`config.mk`:
```
export PLATFORM = sky130hd
export DESIGN_NAME = microwave_ctrl_flat
export DESIGN_NICKNAME = d
export VERILOG_FILES = /design/src/rtl/microwave_ctrl_if.sv /design/src/rtl/microwave_ctrl.sv /design/src/flat_wrapper.sv
export SDC_FILE = /design/constraint.sdc
export NUM_CORES = 1
export LEC_CHECK = 0
export CELL_PAD_IN_SITES_DETAIL_PLACEMENT = 1
export CELL_PAD_IN_SITES_GLOBAL_PLACEMENT = 2
export CORE_ASPECT_RATIO = 1.1
export CORE_MARGIN = 2
export CORE_UTILIZATION = 33
export CTS_CLUSTER_DIAMETER = 120
export DETAILED_ROUTE_END_ITERATION = 12
export GPL_TIMING_DRIVEN = 0
export MAX_ROUTING_LAYER = met4
export PLACE_DENSITY = 0.83
export SLEW_MARGIN = 20
export SYNTH_ARGS = -nofsm -noshare
export SYNTH_HDL_FRONTEND = slang
export SYNTH_SLANG_ARGS = --single-unit
```
`constraint.sdc`:
```
create_clock -name clock -period 2.5 [get_ports clock]
set_input_delay 0.625 -clock clock [delete_from_list [all_inputs] [get_ports clock]]
set_output_delay 0.625 -clock clock [all_outputs]
set_load 0.05 [all_outputs]
```
`src/rtl/microwave_ctrl_if.sv`:
```
// Signal bundle between the microwave sequencer and its surroundings (panel, timer, loads).
// master = panel/timer/load side, slave = the sequencer itself.
interface microwave_ctrl_if;
    logic       door_open;
    logic       btn_start;
    logic       btn_stop;
    logic       btn_pause;
    logic [1:0] sel;
    logic [6:0] sw_min;
    logic [6:0] sw_sec;
    logic       timer_done;
    logic       tim_start;
    logic       tim_stop;
    logic       tim_pause;
    logic [6:0] min;
    logic [6:0] sec;
    logic       magnetron;
    logic       lamp;
    logic       beep;
    logic [2:0] state;

    modport master (
        output door_open, btn_start, btn_stop, btn_pause, sel, sw_min, sw_sec, timer_done,
        input  tim_start, tim_stop, tim_pause, min, sec, magnetron, lamp, beep, state
    );

    modport slave (
        input  door_open, btn_start, btn_stop, btn_pause, sel, sw_min, sw_sec, timer_done,
        output tim_start, tim_stop, tim_pause, min, sec, magnetron, lamp, beep, state
    );
endinterface

```
`src/rtl/microwave_ctrl.sv`:
```
// Microwave sequencer: picks cook time, pulses the countdown timer, drives magnetron/lamp/beeper.
// All outputs registered (1-clock latency from inputs); door interlock and stop always win.
module microwave_ctrl #(
    parameter int BEEP_CYCLES = 300_000_000,
    parameter int ARM_TIMEOUT = 16
) (
    input  logic               clock,
    input  logic               reset,
    microwave_ctrl_if.slave    io
);

    typedef enum logic [2:0] {
        S_IDLE  = 3'd0,
        S_ARM   = 3'd1,
        S_COOK  = 3'd2,
        S_PAUSE = 3'd3,
        S_DONE  = 3'd4,
        S_FAULT = 3'd5
    } state_t;

    localparam int CNT_MAX = (BEEP_CYCLES > ARM_TIMEOUT) ? BEEP_CYCLES : ARM_TIMEOUT;
    localparam int CW      = $clog2(CNT_MAX + 1);
    localparam logic [CW-1:0] BEEP_LAST = CW'(BEEP_CYCLES - 1);
    localparam logic [CW-1:0] ARM_LAST  = CW'(ARM_TIMEOUT - 1);

    state_t        state_q, state_d;
    logic [CW-1:0] cnt_q, cnt_d;
    logic          start_prev, stop_prev, pause_prev;
    logic          start_rise, stop_rise, pause_rise;
    logic [6:0]    ld_min, ld_sec;
    logic          ld_nonzero;

    logic          tim_start_q, tim_stop_q, tim_pause_q;
    logic          tim_start_d, tim_stop_d, tim_pause_d;
    logic [6:0]    min_q, sec_q, min_d, sec_d;
    logic          magnetron_q, lamp_q, beep_q;
    logic          magnetron_d, lamp_d, beep_d;

    assign start_rise = io.btn_start & ~start_prev;
    assign stop_rise  = io.btn_stop  & ~stop_prev;
    assign pause_rise = io.btn_pause & ~pause_prev;

    always_comb begin
        ld_min = 7'd0;
        ld_sec = 7'd0;
        case (io.sel)
            2'b00: begin
                ld_min = (io.sw_min > 7'd99) ? 7'd99 : io.sw_min;
                ld_sec = (io.sw_sec > 7'd59) ? 7'd59 : io.sw_sec;
            end
            2'b01: begin ld_min = 7'd2;  ld_sec = 7'd30; end
            2'b10: begin ld_min = 7'd4;  ld_sec = 7'd0;  end
            default: begin ld_min = 7'd10; ld_sec = 7'd0; end
        endcase
        ld_nonzero = (ld_min != 7'd0) || (ld_sec != 7'd0);
    end

    // State register plus the edge-detect history and shared dwell counter.
    always_ff @(posedge clock or negedge reset) begin
        if (!reset) begin
            state_q    <= S_IDLE;
            cnt_q      <= '0;
            start_prev <= 1'b1;
            stop_prev  <= 1'b1;
            pause_prev <= 1'b1;
        end else begin
            state_q    <= state_d;
            cnt_q      <= cnt_d;
            start_prev <= io.btn_start;
            stop_prev  <= io.btn_stop;
            pause_prev <= io.btn_pause;
        end
    end

    always_comb begin
        state_d = state_q;
        case (state_q)
            S_IDLE:
                if (start_rise && !stop_rise && !pause_rise && !io.door_open && ld_nonzero)
                    state_d = S_ARM;
            S_ARM:
                if (stop_rise || io.door_open)  state_d = S_IDLE;
                else if (!io.timer_done)        state_d = S_COOK;
                else if (cnt_q == ARM_LAST)     state_d = S_FAULT;
            S_COOK:
                if (stop_rise)                         state_d = S_IDLE;
                else if (io.door_open || pause_rise)   state_d = S_PAUSE;
                else if (io.timer_done)                state_d = S_DONE;
            S_PAUSE:
                if (stop_rise)                                          state_d = S_IDLE;
                else if (!io.door_open && (pause_rise || start_rise))   state_d = S_COOK;
            S_DONE:
                if (stop_rise || start_rise || cnt_q == BEEP_LAST) state_d = S_IDLE;
            S_FAULT:
                if (stop_rise) state_d = S_IDLE;
            default:
                state_d = S_IDLE;
        endcase
    end

    // Pulses are derived from the transition taken, so at most one can fire per cycle.
    always_comb begin
        cnt_d = '0;
        if ((state_q == S_ARM || state_q == S_DONE) && state_d == state_q)
            cnt_d = cnt_q + 1'b1;

        tim_start_d = ((state_q == S_IDLE) && (state_d == S_ARM)) ||
                      ((state_q == S_PAUSE) && (state_d == S_COOK) && !pause_rise);
        tim_pause_d = ((state_q == S_COOK) && (state_d == S_PAUSE)) ||
                      ((state_q == S_PAUSE) && (state_d == S_COOK) && pause_rise);
        tim_stop_d  = (state_d == S_IDLE) &&
                      (state_q == S_ARM || state_q == S_COOK ||
                       state_q == S_PAUSE || state_q == S_FAULT);

        min_d = (state_q == S_IDLE) ? ld_min : min_q;
        sec_d = (state_q == S_IDLE) ? ld_sec : sec_q;

        magnetron_d = (state_d == S_COOK) && !io.door_open;
        lamp_d      = io.door_open || (state_d == S_ARM) || (state_d == S_COOK);
        beep_d      = (state_d == S_DONE) || (state_d == S_FAULT);
    end

    always_ff @(posedge clock or negedge reset) begin
        if (!reset) begin
            tim_start_q <= 1'b0;
            tim_stop_q  <= 1'b0;
            tim_pause_q <= 1'b0;
            min_q       <= 7'd0;
            sec_q       <= 7'd0;
            magnetron_q <= 1'b0;
            lamp_q      <= 1'b0;
            beep_q      <= 1'b0;
        end else begin
            tim_start_q <= tim_start_d;
            tim_stop_q  <= tim_stop_d;
            tim_pause_q <= tim_pause_d;
            min_q       <= min_d;
            sec_q       <= sec_d;
            magnetron_q <= magnetron_d;
            lamp_q      <= lamp_d;
            beep_q      <= beep_d;
        end
    end

    assign io.tim_start = tim_start_q;
    assign io.tim_stop  = tim_stop_q;
    assign io.tim_pause = tim_pause_q;
    assign io.min       = min_q;
    assign io.sec       = sec_q;
    assign io.magnetron = magnetron_q;
    assign io.lamp      = lamp_q;
    assign io.beep      = beep_q;
    assign io.state     = state_q;

endmodule

```
`src/flat_wrapper.sv`:
```
// flat-port wrapper written by rule: the top's interface ports become plain ports
module microwave_ctrl_flat 
#(
    parameter int BEEP_CYCLES = 300_000_000,
    parameter int ARM_TIMEOUT = 16
)
  (clock, reset, io_door_open, io_btn_start, io_btn_stop, io_btn_pause, io_sel, io_sw_min, io_sw_sec, io_timer_done, io_tim_start, io_tim_stop, io_tim_pause, io_min, io_sec, io_magnetron, io_lamp, io_beep, io_state);
  microwave_ctrl_if io_i ();
  input  logic clock;
  input  logic reset;
  input wire logic [$bits(io_i.door_open)-1:0] io_door_open;
  input wire logic [$bits(io_i.btn_start)-1:0] io_btn_start;
  input wire logic [$bits(io_i.btn_stop)-1:0] io_btn_stop;
  input wire logic [$bits(io_i.btn_pause)-1:0] io_btn_pause;
  input wire logic [$bits(io_i.sel)-1:0] io_sel;
  input wire logic [$bits(io_i.sw_min)-1:0] io_sw_min;
  input wire logic [$bits(io_i.sw_sec)-1:0] io_sw_sec;
  input wire logic [$bits(io_i.timer_done)-1:0] io_timer_done;
  output wire logic [$bits(io_i.tim_start)-1:0] io_tim_start;
  output wire logic [$bits(io_i.tim_stop)-1:0] io_tim_stop;
  output wire logic [$bits(io_i.tim_pause)-1:0] io_tim_pause;
  output wire logic [$bits(io_i.min)-1:0] io_min;
  output wire logic [$bits(io_i.sec)-1:0] io_sec;
  output wire logic [$bits(io_i.magnetron)-1:0] io_magnetron;
  output wire logic [$bits(io_i.lamp)-1:0] io_lamp;
  output wire logic [$bits(io_i.beep)-1:0] io_beep;
  output wire logic [$bits(io_i.state)-1:0] io_state;
  assign io_i.door_open = io_door_open;
  assign io_i.btn_start = io_btn_start;
  assign io_i.btn_stop = io_btn_stop;
  assign io_i.btn_pause = io_btn_pause;
  assign io_i.sel = io_sel;
  assign io_i.sw_min = io_sw_min;
  assign io_i.sw_sec = io_sw_sec;
  assign io_i.timer_done = io_timer_done;
  assign io_tim_start = io_i.tim_start;
  assign io_tim_stop = io_i.tim_stop;
  assign io_tim_pause = io_i.tim_pause;
  assign io_min = io_i.min;
  assign io_sec = io_i.sec;
  assign io_magnetron = io_i.magnetron;
  assign io_lamp = io_i.lamp;
  assign io_beep = io_i.beep;
  assign io_state = io_i.state;
  microwave_ctrl #(.BEEP_CYCLES(BEEP_CYCLES), .ARM_TIMEOUT(ARM_TIMEOUT)) u_core (.clock(clock), .reset(reset), .io(io_i));
endmodule
```
### Sequential cells coloured by netlist name, run 1

(4 px per µm)
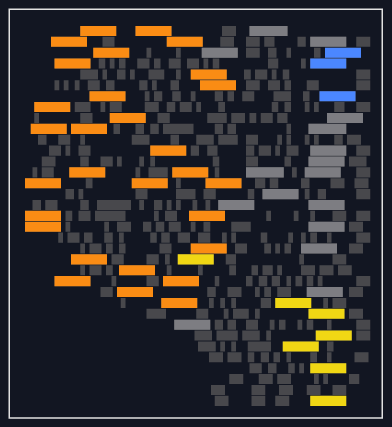
[u_core.io.state] blue | flops: 3
[u_core.io.min] yellow | flops: 7 | where: south-east
[u_core.cnt_q] orange | flops: 29
not coloured: 16
register area: 1380 µm²
total sequential power: 941 µW
utilization after layout: 42.5%
share of the final layout cell area in sequential cells: 38.6%

### The metal 3 layer, run 1

(4 px per µm)
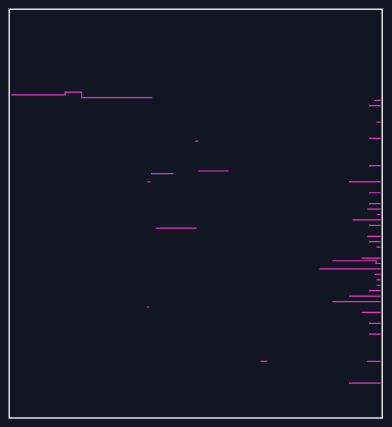
share of all routed wire: 2.6%
nets with wire on the layer: 33
wire length on this layer: 179 µm
longest straight run: 17.5 µm
main direction: horizontal
global-route met3 utilization: 2.75%
number of vias in the routed layout: 2323
Routed WL: 6900 µm

### Wiring heat map, run 1

(4 px per µm) 19 x 20 tiles, from black (low) to pale yellow (high), scaled to the fullest tile. Values are wire area over tile area, all layers added.
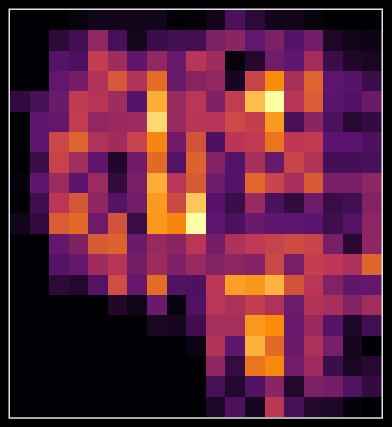
emptiest ninth of the die: south-west
mean over tiles: 0.11
nearly empty tiles: 21%
densest ninth of the die: centre
average wire per cell in the routed design: 15.0 µm
aggregate global-route resource usage: 16.0%

==> flow_metrics.rpt, run 1 <==
==== FLOW RESULTS ====
----------------------------------------------------
[Synth]
  Post-synthesis cell count from yosys ........................ 297
  Proportion of netlist area held by the largest area contributor ........................ 45.4%
  Number of enable flip-flop cells ........................ 0
  Library cell with the highest instance count after synthesis ........................ sky130_fd_sc_hd__dfrtp_1
  Async set-reset flop share out of synthesis ........................ 100%
  Syn_nets ........................ 324

[Finish]
  Fraction of layout instances using a drive strength above 1 ........................ 10.9%
  Clock buffer count ........................ 6
  Multi-input combinational area share ........................ 40.2%
  Total inserted antenna cells ........................ 0
  Area of the multi-input gates ........................ around 1400 µm²
  Inverters, non-clock ........................ 7
  Most common logic cell in the routed design ........................ sky130_fd_sc_hd__dfrtp_1

[Final timing]
  Tightest slew margin relative to the limit ........................ 53.5%
  Tmin final ........................ 2.37 ns
  Fin crit share ........................ 94.9%
  Fin Setup TNS ........................ 0 ns
  Final setup violation count ........................ 0

[GRT]
  GR Overflow Total ........................ 0

[Power]
  Top power group ........................ sequential cells
  Switch Pwr ........................ about 530 µW
  Comb pwr ........................ approximately 340 µW
  Power per cell area ........................ approximately 500 nW/µm²

[Setup path]
  Max stage delay cell, worst path ........................ sky130_fd_sc_hd__clkdlybuf4s50_1
  Required arrival time at the worst endpoint ........................ 2.70 ns
  Arrival time worst endpoint ........................ 2.57 ns
  RR Endpoint ........................ u_core.cnt_q[26]$_DFF_PN0_
  Top fanout value on the critical path ........................ 10
  Setup slack, reg-to-reg ........................ 0.25 ns

[Outcome]
  Run status ........................ finished clean

[Floorplanning]
  Die height ........................ 102 µm

[Flow run]
  Count of maximum capacitance violations ........................ 0

[Clocking]
  Clock-pin slew reported for the worst setup and hold paths after clock tree synthesis ........................ roughly 0.10 ns
  CTS HTree Levels ........................ 2

[Placement]
  Port Buffers ........................ 45
  DPL Wire Length ........................ between 5000 and 6000 µm
  Dpl cells ........................ 453

[Hold path]
  Type of the most critical hold path ........................ in2async

----------------------------------------------------
### Clock wiring as the flow saved it, run 1

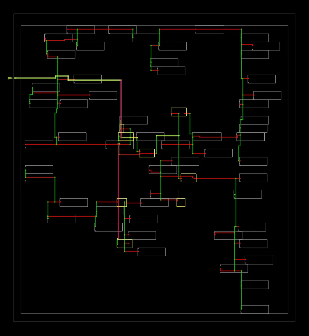

==> run 2: changes to the inputs <==
CORE_MARGIN = 3   (was 2)
### Clock wiring as the flow saved it, run 2

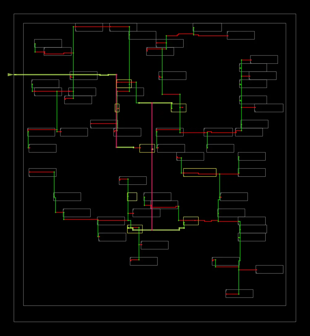
FF+latch count: 55
clock-net power: 604 µW
clock buffer count: 6
number of clock sinks: 55

### Cell sizes after repair, run 2

(4 px per µm)
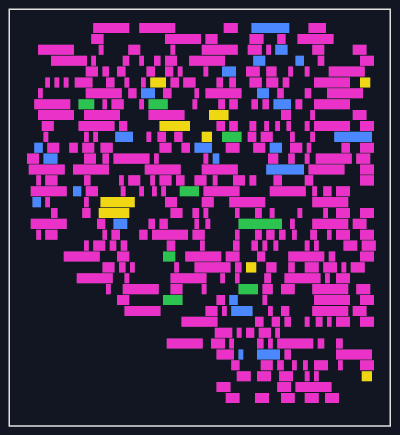
[x1 and smaller] magenta | cells: 310 | share: 89% | most used: dfrtp_1
[x6 and larger] green | cells: 8 | share: 2.3% | most used: clkbuf_8
[x3 and x4] yellow | cells: 9 | share: 2.6% | most used: buf_4
[x2] blue | cells: 23 | share: 6.6% | most used: nor2_2
number of signal-net buffers in the layout: 53
area added between synthesis and finish: 25.1%
minimum setup slack in the final design: 0.117 ns
Finished Cell Area: 3590 µm²

### Wiring heat map, run 2

(4 px per µm) 19 x 21 tiles, from black (low) to pale yellow (high), scaled to the fullest tile. Values are wire area over tile area, all layers added.
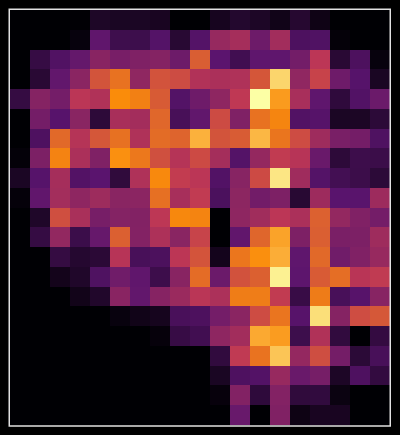
nearly empty tiles: 23%
emptiest ninth of the die: south-west
fullest tile: 0.39
aggregate global-route resource usage: 15.7%
number of vias in the routed layout: 2325
average wire per cell in the routed design: 15.3 µm

==> flow_metrics.rpt, run 2 <==
==== FLOW RESULTS ====
----------------------------------------------------
[Outcome]
  Run status ........................ finished clean

[Final timing]
  Tmin final ........................ 2.38 ns
  Fin Setup TNS ........................ 0 ns
  Fin crit share ........................ 95.3%

[Floorplanning]
  Die height ........................ between 100 and 150 µm

[GRT]
  Global-route met3 utilization ........................ 2.69%

[Route]
  Routed WL ........................ 7040 µm

[Finish]
  Area of the multi-input gates ........................ 1430 µm²
  Inverters, non-clock ........................ 7
  Register area ........................ roughly 1400 µm²
  Most common logic cell in the routed design ........................ sky130_fd_sc_hd__dfrtp_1
  Share of the final layout cell area in sequential cells ........................ between 30% and 40%
  Total inserted antenna cells ........................ 0
  Multi-input combinational area share ........................ 39.9%
  Utilization after layout ........................ 42.7%
  Fraction of layout instances using a drive strength above 1 ........................ between 10% and 20%

[Placement]
  Dpl cells ........................ 453
  DPL Wire Length ........................ 5360 µm
  Port Buffers ........................ roughly 45

[Power]
  Switch Pwr ........................ 539 µW
  Top power group ........................ sequential cells
  Power per cell area ........................ roughly 530 nW/µm²
  Total sequential power ........................ 941 µW
  Comb pwr ........................ 344 µW

[Setup path]
  Setup slack, reg-to-reg ........................ about 0.22 ns
  RR Endpoint ........................ u_core.cnt_q[20]$_DFF_PN0_
  Top fanout value on the critical path ........................ 5
  Number of buffer and inverter instances along the worst setup path ........................ 2

[Hold path]
  Type of the most critical hold path ........................ in2async

[Flow run]
  Count of maximum capacitance violations ........................ 0

[Synth]
  Post-synthesis cell count from yosys ........................ 297
  Async set-reset flop share out of synthesis ........................ 100%
  Area fraction in mux cells ........................ less than 1%
  Number of enable flip-flop cells ........................ 0
  Library cell with the highest instance count after synthesis ........................ sky130_fd_sc_hd__dfrtp_1

----------------------------------------------------
Power is estimated from default activity; no workload was simulated.
